**src/rtl/lsu_pkg.sv**
```systemverilog
// lsu_pkg: shared types and constants for the load/store unit.
//   - lsu_state_e : controller state encoding
//   - SZ_*        : access size codes carried on the size port
//   - lsu_req_t   : latched request payload
//   - is_word / is_misaligned : size and alignment helpers
package lsu_pkg;

  localparam int unsigned ADDR_W = 32;
  localparam int unsigned DATA_W = 32;

  typedef enum logic [1:0] {
    S_IDLE  = 2'd0,
    S_READ  = 2'd1,
    S_WRITE = 2'd2,
    S_DONE  = 2'd3
  } lsu_state_e;

  localparam logic [1:0] SZ_BYTE = 2'd0;
  localparam logic [1:0] SZ_HALF = 2'd1;
  localparam logic [1:0] SZ_WORD = 2'd2;

  typedef struct packed {
    logic              we;
    logic [1:0]        size;
    logic              sign_ext;
    logic [ADDR_W-1:0] addr;
    logic [DATA_W-1:0] wdata;
  } lsu_req_t;

  // Size code 2'b11 behaves as a word access.
  function automatic logic is_word(input logic [1:0] sz);
    return sz[1];
  endfunction

  function automatic logic is_misaligned(input logic [1:0] sz, input logic [1:0] lane);
    logic mis;
    mis = 1'b0;
    if (sz == SZ_HALF) mis = lane[0];
    else if (is_word(sz)) mis = (lane != 2'b00);
    return mis;
  endfunction

endpackage

```
**src/rtl/lsu_lane_align.sv**
```systemverilog
// lsu_lane_align: combinational little-endian lane handling.
//   word       : word read from memory
//   wdata      : right-justified store data
//   lane       : byte address bits [1:0]
//   size       : access size (SZ_BYTE / SZ_HALF / word)
//   sign_ext   : extend sub-word loads with the sign bit
//   load_c     : selected lane shifted to bit 0 and extended
//   store_c    : word with the selected lane replaced by wdata
module lsu_lane_align
  import lsu_pkg::*;
(
  input  logic [DATA_W-1:0] word,
  input  logic [DATA_W-1:0] wdata,
  input  logic [1:0]        lane,
  input  logic [1:0]        size,
  input  logic              sign_ext,
  output logic [DATA_W-1:0] load_c,
  output logic [DATA_W-1:0] store_c
);

  logic [7:0]  byte_v;
  logic [15:0] half_v;

  // Load extraction: halfwords use lane[1] only, words ignore the lane.
  always_comb begin
    byte_v = word[{lane, 3'b000} +: 8];
    half_v = lane[1] ? word[31:16] : word[15:0];
    load_c = word;
    case (size)
      SZ_BYTE: load_c = {{24{sign_ext & byte_v[7]}}, byte_v};
      SZ_HALF: load_c = {{16{sign_ext & half_v[15]}}, half_v};
      default: load_c = word;
    endcase
  end

  // Store merge: untouched lanes keep the value just read from memory.
  always_comb begin
    store_c = word;
    case (size)
      SZ_BYTE: store_c[{lane, 3'b000} +: 8] = wdata[7:0];
      SZ_HALF: begin
        if (lane[1]) store_c[31:16] = wdata[15:0];
        else         store_c[15:0]  = wdata[15:0];
      end
      default: store_c = wdata;
    endcase
  end

endmodule

```
**src/rtl/lsu_mem_ctrl.sv**
```systemverilog
// lsu_mem_ctrl: load/store initiator between the execute/memory stage and a
// word-wide data memory. Sub-word stores are done as read-modify-write.
//   clk, rst            : clock, asynchronous active-high reset
//   req/we/size/sign_ext/addr/wdata : request, sampled in IDLE only
//   busy, done, rdata, misaligned   : status and load result
//   mem_read/mem_write/mem_addr/mem_wdata/mem_rdata : data memory port
// Optional: define LSU_MISALIGN_CHECK_EN to complete misaligned halfword/word
// requests immediately with misaligned=1 and no memory access.
module lsu_mem_ctrl
  import lsu_pkg::*;
(
  input  logic              clk,
  input  logic              rst,
  input  logic              req,
  input  logic              we,
  input  logic [1:0]        size,
  input  logic              sign_ext,
  input  logic [ADDR_W-1:0] addr,
  input  logic [DATA_W-1:0] wdata,
  output logic              busy,
  output logic              done,
  output logic [DATA_W-1:0] rdata,
  output logic              misaligned,
  output logic              mem_read,
  output logic              mem_write,
  output logic [ADDR_W-1:0] mem_addr,
  output logic [DATA_W-1:0] mem_wdata,
  input  logic [DATA_W-1:0] mem_rdata
);

  lsu_state_e  state;
  lsu_req_t    req_q;
  logic [DATA_W-1:0] load_c;
  logic [DATA_W-1:0] store_c;
  logic        mis_c;

  // The word read in READ is consumed at the READ exit edge, so the extracted
  // load value and merged store word are registered straight from mem_rdata.
  lsu_lane_align u_align (
    .word     (mem_rdata),
    .wdata    (req_q.wdata),
    .lane     (req_q.addr[1:0]),
    .size     (req_q.size),
    .sign_ext (req_q.sign_ext),
    .load_c   (load_c),
    .store_c  (store_c)
  );

  assign mem_addr = {req_q.addr[ADDR_W-1:2], 2'b00};

`ifdef LSU_MISALIGN_CHECK_EN
  logic misaligned_q;
  assign mis_c      = is_misaligned(size, addr[1:0]);
  assign misaligned = misaligned_q;
`else
  assign mis_c      = 1'b0;
  assign misaligned = 1'b0;
`endif

  // Controller FSM; all memory and status outputs are registered here.
  always_ff @(posedge clk or posedge rst) begin
    if (rst) begin
      state     <= S_IDLE;
      req_q     <= '0;
      busy      <= 1'b0;
      done      <= 1'b0;
      rdata     <= '0;
      mem_read  <= 1'b0;
      mem_write <= 1'b0;
      mem_wdata <= '0;
`ifdef LSU_MISALIGN_CHECK_EN
      misaligned_q <= 1'b0;
`endif
    end else begin
      done      <= 1'b0;
      mem_read  <= 1'b0;
      mem_write <= 1'b0;
      mem_wdata <= '0;
      case (state)
        S_IDLE: begin
          if (req) begin
            req_q <= '{we: we, size: size, sign_ext: sign_ext, addr: addr, wdata: wdata};
            busy  <= 1'b1;
`ifdef LSU_MISALIGN_CHECK_EN
            misaligned_q <= mis_c;
`endif
            if (mis_c) begin
              state <= S_DONE;
              done  <= 1'b1;
              rdata <= '0;
            end else if (!we || !is_word(size)) begin
              state    <= S_READ;
              mem_read <= 1'b1;
            end else begin
              state     <= S_WRITE;
              mem_write <= 1'b1;
              mem_wdata <= wdata;
            end
          end
        end
        S_READ: begin
          if (req_q.we) begin
            state     <= S_WRITE;
            mem_write <= 1'b1;
            mem_wdata <= store_c;
          end else begin
            state <= S_DONE;
            done  <= 1'b1;
            rdata <= load_c;
          end
        end
        S_WRITE: begin
          state <= S_DONE;
          done  <= 1'b1;
        end
        default: begin
          state <= S_IDLE;
          busy  <= 1'b0;
        end
      endcase
    end
  end

endmodule
```
**config.mk**
```make
export PLATFORM = sky130hd
export DESIGN_NAME = lsu_mem_ctrl
export DESIGN_NICKNAME = d
export VERILOG_FILES = /design/src/rtl/lsu_pkg.sv /design/src/rtl/lsu_lane_align.sv /design/src/rtl/lsu_mem_ctrl.sv
export SDC_FILE = /design/constraint.sdc
export NUM_CORES = 1
export LEC_CHECK = 0
export CAP_MARGIN = 20
export CORE_MARGIN = 5
export CORE_UTILIZATION = 43
export CTS_CLUSTER_DIAMETER = 60
export DETAILED_ROUTE_END_ITERATION = 7
export PLACE_DENSITY = 0.77
export SLEW_MARGIN = 20
export SYNTH_ARGS = -nofsm -noshare
export SYNTH_HDL_FRONTEND = slang
export SYNTH_HIERARCHICAL = 1
export SYNTH_SLANG_ARGS = --single-unit
```
**constraint.sdc**
```tcl
create_clock -name clk -period 4.54 [get_ports clk]
set_input_delay 0.908 -clock clk [delete_from_list [all_inputs] [get_ports clk]]
set_output_delay 0.908 -clock clk [all_outputs]
set_load 0.01 [all_outputs]
```
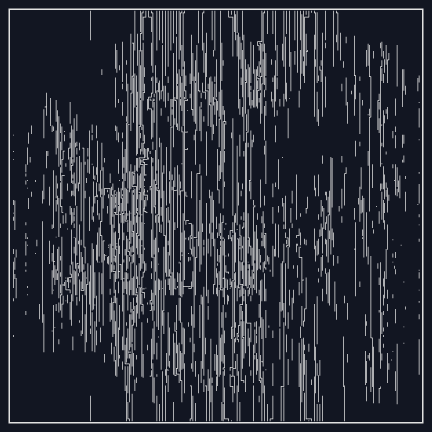
Fig. 1. Metal 2.
Drawn at 3 px/µm.
The layer carries 9,560 µm of wire. 767 nets have wire on it. The layer holds 46% of the routed length. The longest straight run is 51.4 µm. The wires run mostly vertical.
routing usage on met2: 34.44%
WL final: 20,670 µm
Vias: 5,427

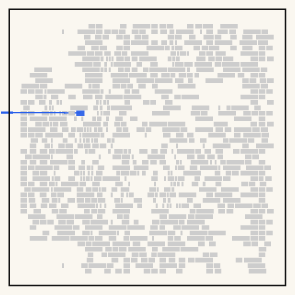
Fig. 2. Port wiring.
Drawn at 2 px/µm.
sign_ext: in blue, bits 1, direction input, end cells 1, buffers 1, wire 31.7 µm.
I/O pin cnt: 204
Port Buffers: 200

==> flow_summary.toml <==
# implementation run metrics
[worst_setup_path]
crit_type = "reg2reg"
startpoint = "req_q[65]"
regToRegStartpoint = "req_q[65]"
r2r_setup_slack_ps = 1550
critPathLaunchType = "flop"
crit_buf_inv = 1
crit_slowest_cell = "o21ai_1"
cp_data_required_time_ps = 4850
cp_common_cell = "a22o_1"
reg2reg_depth = 5
critPathCaptureType = "flop"
path_max_fanout = 22
crit_family = "AND-OR/OR-AND gates"
critical_path.cell_chain = "inv_1 > o21ai_1 > a21oi_1 > a22o_1 > a22o_1"
critical-path-max-stage-delay_ps = 900

[global_route]
antenna_found_initial = 0
grt_max_degree = 70
track_usage_pct = 21.79
grt_pass1_vias = 5717

[logic_synthesis]
aoi_share_pct = 16.08
top_cells_by_area = "dfrtp_1 50%, mux2_2 16%, a22o_1 5.3%"
top_area_share_pct = 49.53
ys_cells = 582
yosys_area_mm2 = 0.006972
ys.flop_type = "dfrtp_1"
yosysMostFrequentCell = "dfrtp_1"
yosysSeqAreaShare_pct = 49.53
ys_seq_elements = 138
ys_sh_mux_pct = 18.63
synth_warnings = 6
synth-edff-count = 0
syn_inst = 582
xor_share_pct = 0
syn_area_mm2 = 0.006972
async_reset_ff_share_pct = 100.0
logic_family = "multiplexers"

[run_status]
status = "complete, no violations"

[place]
place_congestion = 0.9695
dp.cells = 937
placed_cell_area_mm2 = 0.008855
hpwl_um = 15170

[cts]
hold_buffers = 0
path_clk_slew_ps = 60
post-cts-setup-buffers = 0
htreeDepth = 4
root_buffer = "clkbuf_16"
cts_buffer_depth = 2
post_cts_resized = 0
cts_tree = "done"
clock-sinks = 138

[sta]
drv_slew = 0
timing.hold.ws_ps = 501.8
period_used_pct = 65.86
setup_violations = 0
period_needed_ps = 2990
tns_ps = 0
worst_pin_slew_ps = 1076
clock-skew-final_ps = 6.097
setup_slack_ps = 1550

[pwr]
p_per_area_mw_per_mm2 = 724.9
p_total_mw = 6.799
peakVddDrop_v = 0.0003570

[die]
die_height_um = 137.3
die_width_um = 137.3
die-area_mm2 = 0.01886

[layout]
finalNonFillerCells = 964
logic_area_mm2 = 0.003015
drive_gt1_share_pct = 21.26
lay_top_count = "clkdlybuf4s50_1"
final_cell_mix = "200 x clkdlybuf4s50_1, 138 x dfrtp_1, 98 x mux2_2, 64 x nand2_1, 42 x a22o_1"
nFillCells = 1293
seq_area_mm2 = 0.003453
fin_area_mm2 = 0.009379
fin_util_pct = 59.04
area_growth_pct = 34.53

[drt]
post-route-drc-count = 0
ant_nets = 0
vias_per_cell = 5.630
dr.first_iter.drc_count = 321

[flow_run]
warning_count = 33
max-cap-violations = 0
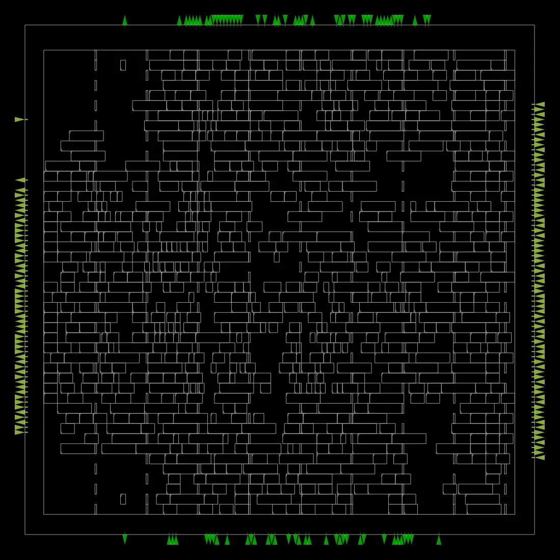
Fig. 3. Placement view.
flop share of the area: 36.82%
row count: 46

## power by group
part / switching (mW) / internal [mW]
Clock: 0.488 / 0.779
Combinational: 1.52 / 1.77
Sequential: 0.459 / 1.78
Total: 2.47 / 4.33
## layout make-up
cell class	count	area share [%]
repair buffers	205	21.88
flip-flops and latches	138	36.82
clock inverters	3	0.4536
well taps	216	2.882
multi-input cells	362	32.15
clock buffers	24	5.136
inverters	16	0.6804
## metal layers
layer	vias to the layer above	share of wire, %	track usage, %
li1	2409	-	-
met1	2687	42	28.33
met2	288	46	34.44
met3	43	9.9	6.465
met4	0	2.3	8.315
met5	-	0	0
## state kept, by name, summed over array words and instances, names as in the netlist
signal     flops
mem_addr      30
req_q         38
mem_wdata     32
mem_write      1
rdata         32
mem_read       1
state          2
done           1
busy           1
## worst min path at each step
stage	from	end	slack, ps	depth (start not counted)
3_5_place_dp	mem_addr[17]	mem_addr[17]	490	1
5_1_grt	mem_addr[27]	mem_addr[27]	520	1
3_3_place_gp	mem_addr[8]	mem_addr[8]	480	1
2_1_floorplan	req_q[25]	req_q[25]	480	1
4_1_cts	mem_addr[8]	mem_addr[8]	500	1
6_report	mem_addr[8]	mem_addr[8]	500	1
## logic make-up (layout without fill, tap and decap cells)
logic type / count (synthesis) / count (layout)
AND-OR/OR-AND: 139 / 139
adder cells (fa/ha/maj): 9 / 9
buffers and inverters: 84 / 248
flip-flops: 138 / 138
multiplexers: 113 / 113
other: 1 / 3
AND/OR/NAND/NOR: 98 / 98
## worst register-to-register path: stages (launching register included)
cell and delay [ps]:
dfrtp_1 790, inv_1 300, o21ai_1 900, a21oi_1 350, a22o_1 340, a22o_1 200
Power is estimated from default activity; no workload was simulated.
